clock_wires.png
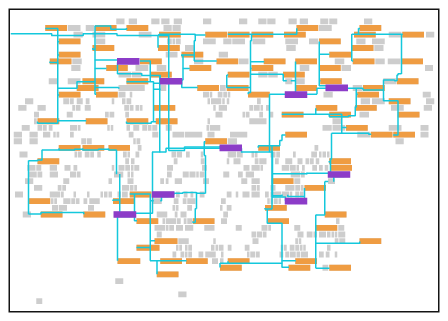
clock_nets.png
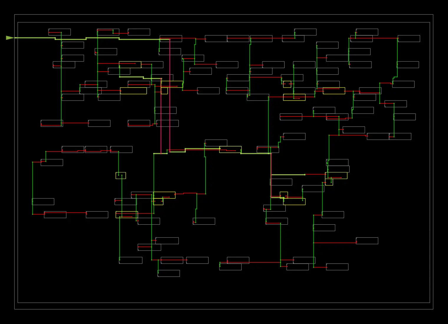
**config.mk**
```make
export PLATFORM = sky130hd
export DESIGN_NAME = rgbled_rx
export DESIGN_NICKNAME = d
export VERILOG_FILES = /design/src/rtl/rgbled_rx.sv
export SDC_FILE = /design/constraint.sdc
export NUM_CORES = 1
export LEC_CHECK = 0
export CORE_ASPECT_RATIO = 0.7
export CORE_UTILIZATION = 23
export CTS_CLUSTER_SIZE = 25
export DETAILED_ROUTE_END_ITERATION = 10
export PLACE_DENSITY_LB_ADDON = 0.1
export SLEW_MARGIN = 10
export SYNTH_ARGS = -nofsm -noshare
export SYNTH_HDL_FRONTEND = slang
export SYNTH_SLANG_ARGS = --single-unit
```
**constraint.sdc**
```tcl
create_clock -name clk_i -period 3.2 [get_ports clk_i]
set_input_delay 0.48 -clock clk_i [delete_from_list [all_inputs] [get_ports clk_i]]
set_output_delay 0.48 -clock clk_i [all_outputs]
set_load 0.01 [all_outputs]
```
**src/rtl/rgbled_rx.sv**
```systemverilog
// WS2812-style one-wire LED stream decoder: classifies high pulses by width,
// assembles MSB-first 24-bit pixels and flags frame latches and malformed pulses.
module rgbled_rx #(
  parameter int SysClkFreq     = 40_000_000,
  parameter bit InvertIn       = 1'b0,
  parameter int MinHighNs      = 150,
  parameter int BitThresholdNs = 600,
  parameter int MaxHighNs      = 2000,
  parameter int ResetNs        = 50_000
) (
  input  logic        clk_i,
  input  logic        rst_ni,
  input  logic        din_i,
  output logic [23:0] pixel_o,
  output logic        pixel_valid_o,
  input  logic        pixel_ready_i,
  output logic        latch_o,
  output logic        pulse_err_o,
  output logic        overflow_o,
  input  logic        clear_i,
  output logic [15:0] pixel_count_o
);

  localparam longint NsPerSec      = 64'd1_000_000_000;
  localparam int     MinHighCycles = int'(longint'(MinHighNs) * longint'(SysClkFreq) / NsPerSec);
  localparam int     ThreshCycles  = int'(longint'(BitThresholdNs) * longint'(SysClkFreq) / NsPerSec);
  localparam int     MaxHighCycles = int'(longint'(MaxHighNs) * longint'(SysClkFreq) / NsPerSec);
  localparam int     ResetCycles   = int'(longint'(ResetNs) * longint'(SysClkFreq) / NsPerSec);

  localparam int HW = $clog2(MaxHighCycles + 1);
  localparam int LW = $clog2(ResetCycles + 1);

  localparam logic [HW:0]   MinH     = (HW+1)'(MinHighCycles);
  localparam logic [HW:0]   ThreshH  = (HW+1)'(ThreshCycles);
  localparam logic [HW:0]   MaxH     = (HW+1)'(MaxHighCycles);
  localparam logic [LW-1:0] ResetL   = LW'(ResetCycles);
  localparam logic [LW-1:0] ResetLm1 = LW'(ResetCycles - 1);

  typedef enum logic [1:0] {WAIT_LOW, LOW, HIGH} state_e;

  // Synchroniser and edge detect. Reset preloads the "line high" value so a
  // pulse already in progress at reset release is held off by WAIT_LOW.
  logic [1:0] sync_q;
  logic       line, line_q, rise, fall;

  always_ff @(posedge clk_i or negedge rst_ni) begin
    if (!rst_ni) begin
      sync_q <= {2{~InvertIn}};
      line_q <= 1'b1;
    end else begin
      sync_q <= {sync_q[0], din_i};
      line_q <= line;
    end
  end

  assign line = sync_q[1] ^ InvertIn;
  assign rise = line & ~line_q;
  assign fall = ~line & line_q;

  state_e        state_q, state_d;
  logic [LW-1:0] low_q, low_d;
  logic [HW-1:0] hi_q, hi_d;
  logic [22:0]   shift_q, shift_d;
  logic [4:0]    bits_q, bits_d;
  logic [23:0]   pix_d;
  logic          vld_d, ovf_d, latch_d, err_d;
  logic [15:0]   cnt_d;
  logic [HW:0]   h;
  logic          bit_val, done, ovf_set;

  // h is the number of cycles the line has been high before this cycle.
  assign h = {1'b0, hi_q} + (HW+1)'(1);

  always_comb begin
    state_d = state_q;
    low_d   = low_q;
    hi_d    = hi_q;
    shift_d = shift_q;
    bits_d  = bits_q;
    pix_d   = pixel_o;
    vld_d   = pixel_valid_o;
    ovf_d   = overflow_o;
    cnt_d   = pixel_count_o;
    latch_d = 1'b0;
    err_d   = 1'b0;
    bit_val = 1'b0;
    done    = 1'b0;
    ovf_set = 1'b0;

    unique case (state_q)
      WAIT_LOW: begin
        if (!line) begin
          state_d = LOW;
          low_d   = '0;
        end
      end
      LOW: begin
        if (rise) begin
          state_d = HIGH;
          hi_d    = '0;
        end else if (low_q != ResetL) begin
          low_d = low_q + LW'(1);
          if (low_q == ResetLm1) begin
            latch_d = (bits_q != 5'd0) || (pixel_count_o != 16'd0);
            err_d   = (bits_q != 5'd0);
            bits_d  = 5'd0;
            cnt_d   = 16'd0;
          end
        end
      end
      HIGH: begin
        if (fall) begin
          state_d = LOW;
          if (h < MinH) begin
            err_d = 1'b1;
          end else if (h >= MaxH) begin
            err_d  = 1'b1;
            bits_d = 5'd0;
            low_d  = '0;
          end else begin
            bit_val = (h >= ThreshH);
            shift_d = {shift_q[21:0], bit_val};
            low_d   = '0;
            if (bits_q == 5'd23) begin
              bits_d = 5'd0;
              done   = 1'b1;
            end else begin
              bits_d = bits_q + 5'd1;
            end
          end
        end else if (h >= MaxH) begin
          // Stuck high: drop the partial pixel and resync on the next low.
          err_d   = 1'b1;
          bits_d  = 5'd0;
          state_d = WAIT_LOW;
        end else begin
          hi_d = hi_q + HW'(1);
        end
      end
      default: state_d = WAIT_LOW;
    endcase

    if (done) begin
      if (pixel_count_o != 16'hFFFF) cnt_d = pixel_count_o + 16'd1;
      if (!pixel_valid_o || pixel_ready_i) begin
        pix_d = {shift_q, bit_val};
        vld_d = 1'b1;
      end else begin
        ovf_set = 1'b1;
      end
    end else if (pixel_valid_o && pixel_ready_i) begin
      vld_d = 1'b0;
    end

    if (ovf_set)      ovf_d = 1'b1;
    else if (clear_i) ovf_d = 1'b0;
  end

  always_ff @(posedge clk_i or negedge rst_ni) begin
    if (!rst_ni) begin
      state_q       <= WAIT_LOW;
      low_q         <= '0;
      hi_q          <= '0;
      shift_q       <= '0;
      bits_q        <= '0;
      pixel_o       <= '0;
      pixel_valid_o <= 1'b0;
      overflow_o    <= 1'b0;
      pixel_count_o <= '0;
      latch_o       <= 1'b0;
      pulse_err_o   <= 1'b0;
    end else begin
      state_q       <= state_d;
      low_q         <= low_d;
      hi_q          <= hi_d;
      shift_q       <= shift_d;
      bits_q        <= bits_d;
      pixel_o       <= pix_d;
      pixel_valid_o <= vld_d;
      overflow_o    <= ovf_d;
      pixel_count_o <= cnt_d;
      latch_o       <= latch_d;
      pulse_err_o   <= err_d;
    end
  end

endmodule

```
==> run_results.csv <==
group,metric,value,unit
timing,finalCriticalPeriod,2.823,ns
synthesis,netlist_instances,444,
synthesis,ys.flop_type,"dfrtp_1",
pwr,power_switching,0.8914,mW
detailed_routing,drt_iter0_markers,244,
synthesis,syn-num-nets,460,
placement,port_buffers,48,
synthesis,yosys.stat.seqShare,49.53,%
final_layout,layout_top_cells,"dfrtp_1, clkdlybuf4s50_1, nand2_1",
synthesis,yosysUniqueCellTypes,53,
floorplanning,die_w,174.8,um
setup_path,rrSetupSlack,0.38,ns
cts,cts-hold-fix-buffers,0,
detailed_routing,drt_wl_total,11.85,mm
setup_path,cp.depth,9,
cts,path_clk_slew,0.07,ns
synthesis,yosysTopAreaCellShare,47.89,%
setup_path,cp_data_arrival_time,3.06,ns
setup_path,crit_required,3.43,ns
floorplanning,core_area,20120,sq um
synthesis,top_area_cell,"dfrtp_1",
setup_path,crit_chain,"ha_1 -> nand3_2 -> buf_4 -> o311ai_1 -> nand2_1 -> or3_1 -> nor2b_4 -> buf_12 -> mux2_2",
final_layout,nNetsFinal,515,
detailed_routing,met2_length,4.659,mm
cts,cts_setup_buffers,0,
detailed_routing,highest_layer,"met4",
synthesis,yosys_cells,444,
cts,h-tree-depth,3,
final_layout,lay_top_count,"dfrtp_1",
floorplanning,rows,43,
cts,cts_tree,"built",
hold_path,hp-class,"input pin to async pin",
pwr,fin_total_pwr,2.935,mW
setup_path,critPathBufInv,2,
synthesis,ys.flops,95,
status,outcome,"complete, no violations",
detailed_routing,wire_per_inst,15.31,um
synthesis,yosysChipArea,4807,sq um
global_routing,grtUsageMet2,16.22,%
detailed_routing,met1_length,6.717,mm
floorplanning,fp.dieH,123.0,um
floorplanning,ios,49,
setup_path,r2r-start,"hi_q[0]",
About clock_wires.png:
[cyan] clock wires | length: 1500 um
[purple] clock-net drivers | count: 9
[orange] flip-flops | count: 95
flops lie: spread over the die
Clock Skew: 0.008781 ns
Clk pwr share: 39.1%
Clk. pwr: 1.15 mW

About clock_nets.png:
CTS Sinks: 95
seq_cells: 95
CTS Buf Count: 9

[area by class of cell]
| type | count | area, sq um |
|---|---|---|
| Timing Repair Buffer | 65 | 643.1 |
| Multi-Input combinational cell | 312 | 2198 |
| Clock buffer | 9 | 225.2 |
| Fill cell | 2087 | 14190 |
| Sequential cell | 95 | 2381 |
| Tap cell | 270 | 337.8 |
| Clock inverter | 7 | 86.33 |
| Inverter | 16 | 60.06 |
[kinds of logic (layout without fill, tap and decap cells)]
kind of cell | count (synthesis) | count (layout) | synth area share [%]
AND-OR/OR-AND | 98 | 98 | 12.91
XOR/XNOR | 6 | 6 | 1.093
adder cells (fa/ha/maj) | 13 | 13 | 3.280
buffers and inverters | 37 | 97 | 4.737
flip-flops | 95 | 95 | 49.53
multiplexers | 47 | 47 | 12.57
AND/OR/NAND/NOR | 148 | 148 | 15.88
Power and IR drop assume default switching activity.
